## src/rtl/dlatch_exerciser.sv

```systemverilog
// dlatch_exerciser: drives a D-latch under test through a fixed eight-step
// en/d vector table. Each step raises or lowers the gate first, then moves D,
// waits a settle period, and finally checks Q and Q-bar. The block counts
// failing steps and remembers the index of the first failure.
module dlatch_exerciser #(
  parameter int unsigned SETTLE_CYCLES = 2
) (
  input  logic       clk_i,
  input  logic       rst_i,
  input  logic       start_i,
  input  logic       latch_q_i,
  input  logic       latch_qn_i,
  output logic       latch_d_o,
  output logic       latch_en_o,
  output logic       busy_o,
  output logic       done_o,
  output logic       pass_o,
  output logic [3:0] err_count_o,
  output logic       first_fail_valid_o,
  output logic [2:0] first_fail_step_o
);

  // Vector table, one bit per step (bit index = step index).
  //   step : 7 6 5 4 3 2 1 0
  //   en   : 1 1 0 0 1 0 0 1
  //   d    : 0 1 0 1 0 1 0 1
  //   q    : 0 1 0 0 0 1 1 1
  localparam logic [7:0] EN_TABLE = 8'b1100_1001;
  localparam logic [7:0] D_TABLE  = 8'b0101_0101;
  localparam logic [7:0] Q_TABLE  = 8'b0100_0111;

  // The settle counter is loaded with N-1 so that SETTLE lasts exactly N cycles.
  localparam logic [3:0] SETTLE_LOAD = 4'(SETTLE_CYCLES - 1);

  localparam logic [2:0] LAST_STEP = 3'd7;

  typedef enum logic [2:0] {
    IDLE   = 3'd0,
    DRV_EN = 3'd1,
    DRV_D  = 3'd2,
    SETTLE = 3'd3,
    CHECK  = 3'd4,
    DONE   = 3'd5
  } state_e;

  state_e     state_q, state_d;
  logic [2:0] step_q, step_d;
  logic [3:0] settle_q, settle_d;
  logic       en_q, en_d;
  logic       d_q, d_d;
  logic [3:0] err_q, err_d;
  logic       ffv_q, ffv_d;
  logic [2:0] ffs_q, ffs_d;

  logic [2:0] stepNext;
  logic       expectedQ;
  logic       checkFail;

  // Table lookups and the pass/fail decision for the current step.
  always_comb begin
    stepNext  = step_q + 3'd1;
    expectedQ = Q_TABLE[step_q];
    checkFail = (latch_q_i != expectedQ) || (latch_qn_i == latch_q_i);
  end

  // Next-state logic: sequences the steps and accumulates the result.
  always_comb begin
    state_d  = state_q;
    step_d   = step_q;
    settle_d = settle_q;
    en_d     = en_q;
    d_d      = d_q;
    err_d    = err_q;
    ffv_d    = ffv_q;
    ffs_d    = ffs_q;

    case (state_q)
      IDLE, DONE: begin
        if (start_i) begin
          state_d  = DRV_EN;
          step_d   = 3'd0;
          settle_d = 4'd0;
          err_d    = 4'd0;
          ffv_d    = 1'b0;
          ffs_d    = 3'd0;
          en_d     = EN_TABLE[0];
        end
      end

      DRV_EN: begin
        // Gate has already moved; now present the new D value.
        state_d = DRV_D;
        d_d     = D_TABLE[step_q];
      end

      DRV_D: begin
        state_d  = SETTLE;
        settle_d = SETTLE_LOAD;
      end

      SETTLE: begin
        if (settle_q == 4'd0) begin
          state_d = CHECK;
        end else begin
          settle_d = settle_q - 4'd1;
        end
      end

      CHECK: begin
        if (checkFail) begin
          err_d = err_q + 4'd1;
          if (!ffv_q) begin
            ffv_d = 1'b1;
            ffs_d = step_q;
          end
        end
        if (step_q == LAST_STEP) begin
          // Leave en/d at their step-7 values while results are held.
          state_d = DONE;
        end else begin
          state_d = DRV_EN;
          step_d  = stepNext;
          en_d    = EN_TABLE[stepNext];
        end
      end

      default: begin
        state_d = IDLE;
      end
    endcase
  end

  // State and sequencing registers; reset abandons any run in progress.
  always_ff @(posedge clk_i or posedge rst_i) begin
    if (rst_i) begin
      state_q  <= IDLE;
      step_q   <= 3'd0;
      settle_q <= 4'd0;
    end else begin
      state_q  <= state_d;
      step_q   <= step_d;
      settle_q <= settle_d;
    end
  end

  // Registers driving the latch under test, so its inputs never glitch.
  always_ff @(posedge clk_i or posedge rst_i) begin
    if (rst_i) begin
      en_q <= 1'b0;
      d_q  <= 1'b0;
    end else begin
      en_q <= en_d;
      d_q  <= d_d;
    end
  end

  // Result registers: error count and first-failure capture.
  always_ff @(posedge clk_i or posedge rst_i) begin
    if (rst_i) begin
      err_q <= 4'd0;
      ffv_q <= 1'b0;
      ffs_q <= 3'd0;
    end else begin
      err_q <= err_d;
      ffv_q <= ffv_d;
      ffs_q <= ffs_d;
    end
  end

  // Status outputs decoded from the state register.
  always_comb begin
    busy_o = (state_q == DRV_EN) || (state_q == DRV_D) ||
             (state_q == SETTLE) || (state_q == CHECK);
    done_o = (state_q == DONE);
    pass_o = (state_q == DONE) && (err_q == 4'd0);
  end

  assign latch_en_o         = en_q;
  assign latch_d_o          = d_q;
  assign err_count_o        = err_q;
  assign first_fail_valid_o = ffv_q;
  assign first_fail_step_o  = ffs_q;

endmodule

```

## config.mk

```make
export PLATFORM = sky130hd
export DESIGN_NAME = dlatch_exerciser
export DESIGN_NICKNAME = d
export VERILOG_FILES = /design/src/rtl/dlatch_exerciser.sv
export SDC_FILE = /design/constraint.sdc
export NUM_CORES = 1
export LEC_CHECK = 0
export CORE_AREA = 2 2 65 42
export DETAILED_ROUTE_END_ITERATION = 8
export DIE_AREA = 0 0 67 44
export MAX_ROUTING_LAYER = met4
export PLACE_DENSITY_LB_ADDON = 0.08
export SLEW_MARGIN = 20
export SYNTH_ARGS = -nofsm -noshare
export SYNTH_HDL_FRONTEND = slang
export SYNTH_SLANG_ARGS = --single-unit
```

## constraint.sdc

```tcl
create_clock -name clk_i -period 2.1 [get_ports clk_i]
set_clock_uncertainty 0.15 [all_clocks]
set_input_delay 0.315 -clock clk_i [delete_from_list [all_inputs] [get_ports clk_i]]
set_output_delay 0.315 -clock clk_i [all_outputs]
set_load 0.005 [all_outputs]
```

==> run_results.csv <==
group,metric,value,unit
outcome,status,"finished clean",
sta,hold_violations,0,
cells_and_area,stdcell_count,188,
logic_synthesis,synth-async-reset-ratio,100,%
logic_synthesis,edf_count,0,
sta,worst_hold_slack,44.3,ps
detailed_routing,first_pass_iters,5,
pwr,p_int,1.26,mW
floorplanning,core_area,2380,um^2
pwr,p_comb_share,47.8,%
logic_synthesis,flop_cell,"dfrtp_1",
logic_synthesis,ys_area,1200,um^2
global_route,grt_pass1_vias,1019,
floorplanning,die_h,44,um
cells_and_area,fin_area,1580,um^2
detailed_routing,maxUsedRoutingLayer,"met4",
logic_synthesis,ys.flops,20,
critical_path,end_kind,"flip-flop",
cells_and_area,fillers,207,
global_route,grt.busiest_layer,"met2",
cells_and_area,comb_cells,87,
floorplanning,rows,14,
cells_and_area,seqAreaFraction,31.7,%
clocking,cts_hold_buffers,0,
cells_and_area,n_antenna_cell,0,
detailed_routing,drt_iter0_drc,73,
critical_path,slowest_delay,420,ps
logic_synthesis,top_cell_area_share,41.8,%
detailed_routing,wirelength,2680,um
placed_design,gp_congestion,0.904,
flow_run,drv_cap,0,
global_route,grt_util_met2,31.1,%
critical_path,reg2reg_depth,6,
sta,fmax,0.506,GHz
pwr,total_leakage_power,0.698,nW
pwr,power_frac_clock,19.4,%
cells_and_area,buffer_area_share,17.9,%
critical_path,cp.depth,6,
logic_synthesis,ys_sh_simple,19.9,%
sta,fin_setup_tns,0,ps
cells_and_area,nNetsFinal,168,
global_route,grtUsageMet1,30.2,%
logic_synthesis,area_leaders,"dfrtp_1 42%, ha_1 6.3%, o2bb2ai_1 4.4%",
global_route,antenna_found_initial,0,
logic_synthesis,syn_area,1200,um^2
cells_and_area,comb_area,637,um^2
global_route,grt_pass1_wl,4600,um
sta,drv_slew,0,
critical_path,crit_required,2110,ps
logic_synthesis,synth-xor-area-share,0.731,%
floorplanning,taps,32,
logic_synthesis,top_area_cell,"dfrtp_1",
detailed_routing,dr_wl_met3,105,um
floorplanning,die_area,2950,um^2
critical_path,crit_buf_inv,1,
pwr,pg_comb,959,uW
floorplanning,pin_count,18,
pwr,ir_worst_vdd,590,uV
logic_synthesis,yosys-stat-cells,124,
critical_path,worstPathMaxFanout,4,
sta,worst_slew_pin_slew,611,ps
floorplanning,fp_util,50.3,%
cells_and_area,drive_gt1_share,16.7,%
logic_synthesis,floorplan.nets,135,
critical_path,cp_top_family,"AND-OR/OR-AND gates",
pwr,seqPwrFrac,32.8,%
critical_path,path_cells,"inv_1 > ha_1 > nand4bb_1 > a221oi_2 > o21ai_0 > a221oi_1",
hold_path,hp-class,"primary input to async pin",
logic_synthesis,top_logic_kind,"AND-OR/OR-AND gates",
cells_and_area,regArea,502,um^2
clocking,cts_made_buffers,3,
sta,finalSetupViolations,0,
critical_path,critical_path.slowest_cell,"dfrtp_1",
logic_synthesis,ys_seq_share,41.8,%
cells_and_area,final_util,66.4,%
detailed_routing,wire_per_inst,14.3,um
detailed_routing,vias,1054,
detailed_routing,route.detailed.drc,0,
detailed_routing,viasPerCell,5.61,
[layout by cell type (no fill, tap or decap), drive strengths merged, types with 2 or more instances in the layout]
cell / synthesis / layout
a211oi: 3 / 3
a21oi: 5 / 5
a221oi: 2 / 2
and2: 2 / 2
and3: 2 / 2
buf: 4 / 15
clkbuf: 0 / 3
clkdlybuf4s50: 0 / 15
dfrtp: 20 / 20
ha: 6 / 6
inv: 13 / 13
mux2i: 4 / 4
nand2: 4 / 4
nand2b: 5 / 5
nand3: 5 / 5
nor2: 5 / 5
nor2b: 2 / 2
nor3: 5 / 5
o21ai: 6 / 6
o21bai: 2 / 2
o2bb2ai: 6 / 6
o31ai: 3 / 3
o32a: 2 / 2
or3: 2 / 2
[repair_timing]
action | in CTS | in global routing
setup endpoints to repair | 2 | 2
setup buffers | 1 | 0
resized | 4 | 2
clk_routes.png
(4 px per um)
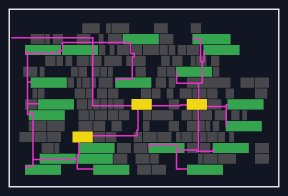
- clock wires: magenta (length 277 um)
- clock drivers: yellow (count 3)
- flip-flops: green (count 20)
- flops lie: all over the die

layer_met2.png
(6 px per um)
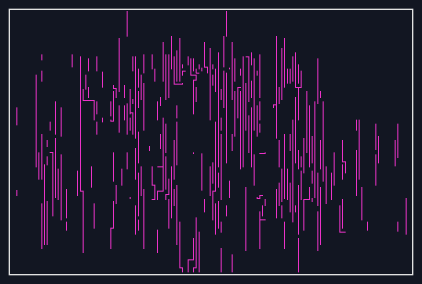
- main direction: vertical
- longest straight run: 22.4 um

flops_by_reg.png
(6 px per um) Other sequential cells in the stronger gray, the rest of the logic in the fainter gray.
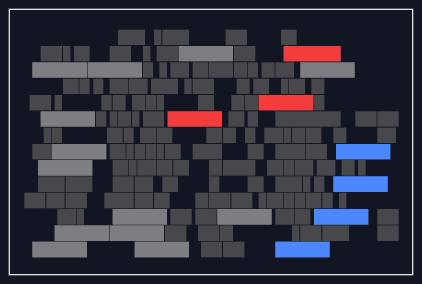
- err_count_o: blue (sequential cells 4)
- state_q: red (sequential cells 3)

power_grid.png
(6 px per um) Pins as bars on the die edge.
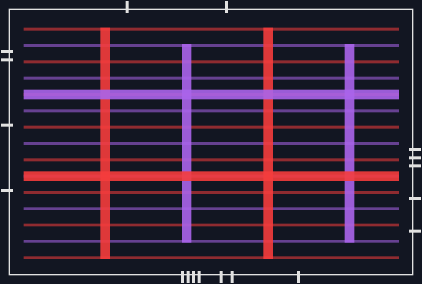
- VSS: red
- VDD: purple
- met5 straps: 2
- signal pins: 18
- rows: 14
- met1 rails: 15
- met4 straps: 4

clocks.png
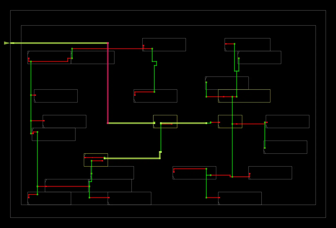
clk_lat worst skew: 260 ps
Clock group: 390 uW
clock buf count: 3

Power is estimated from default activity; no workload was simulated.
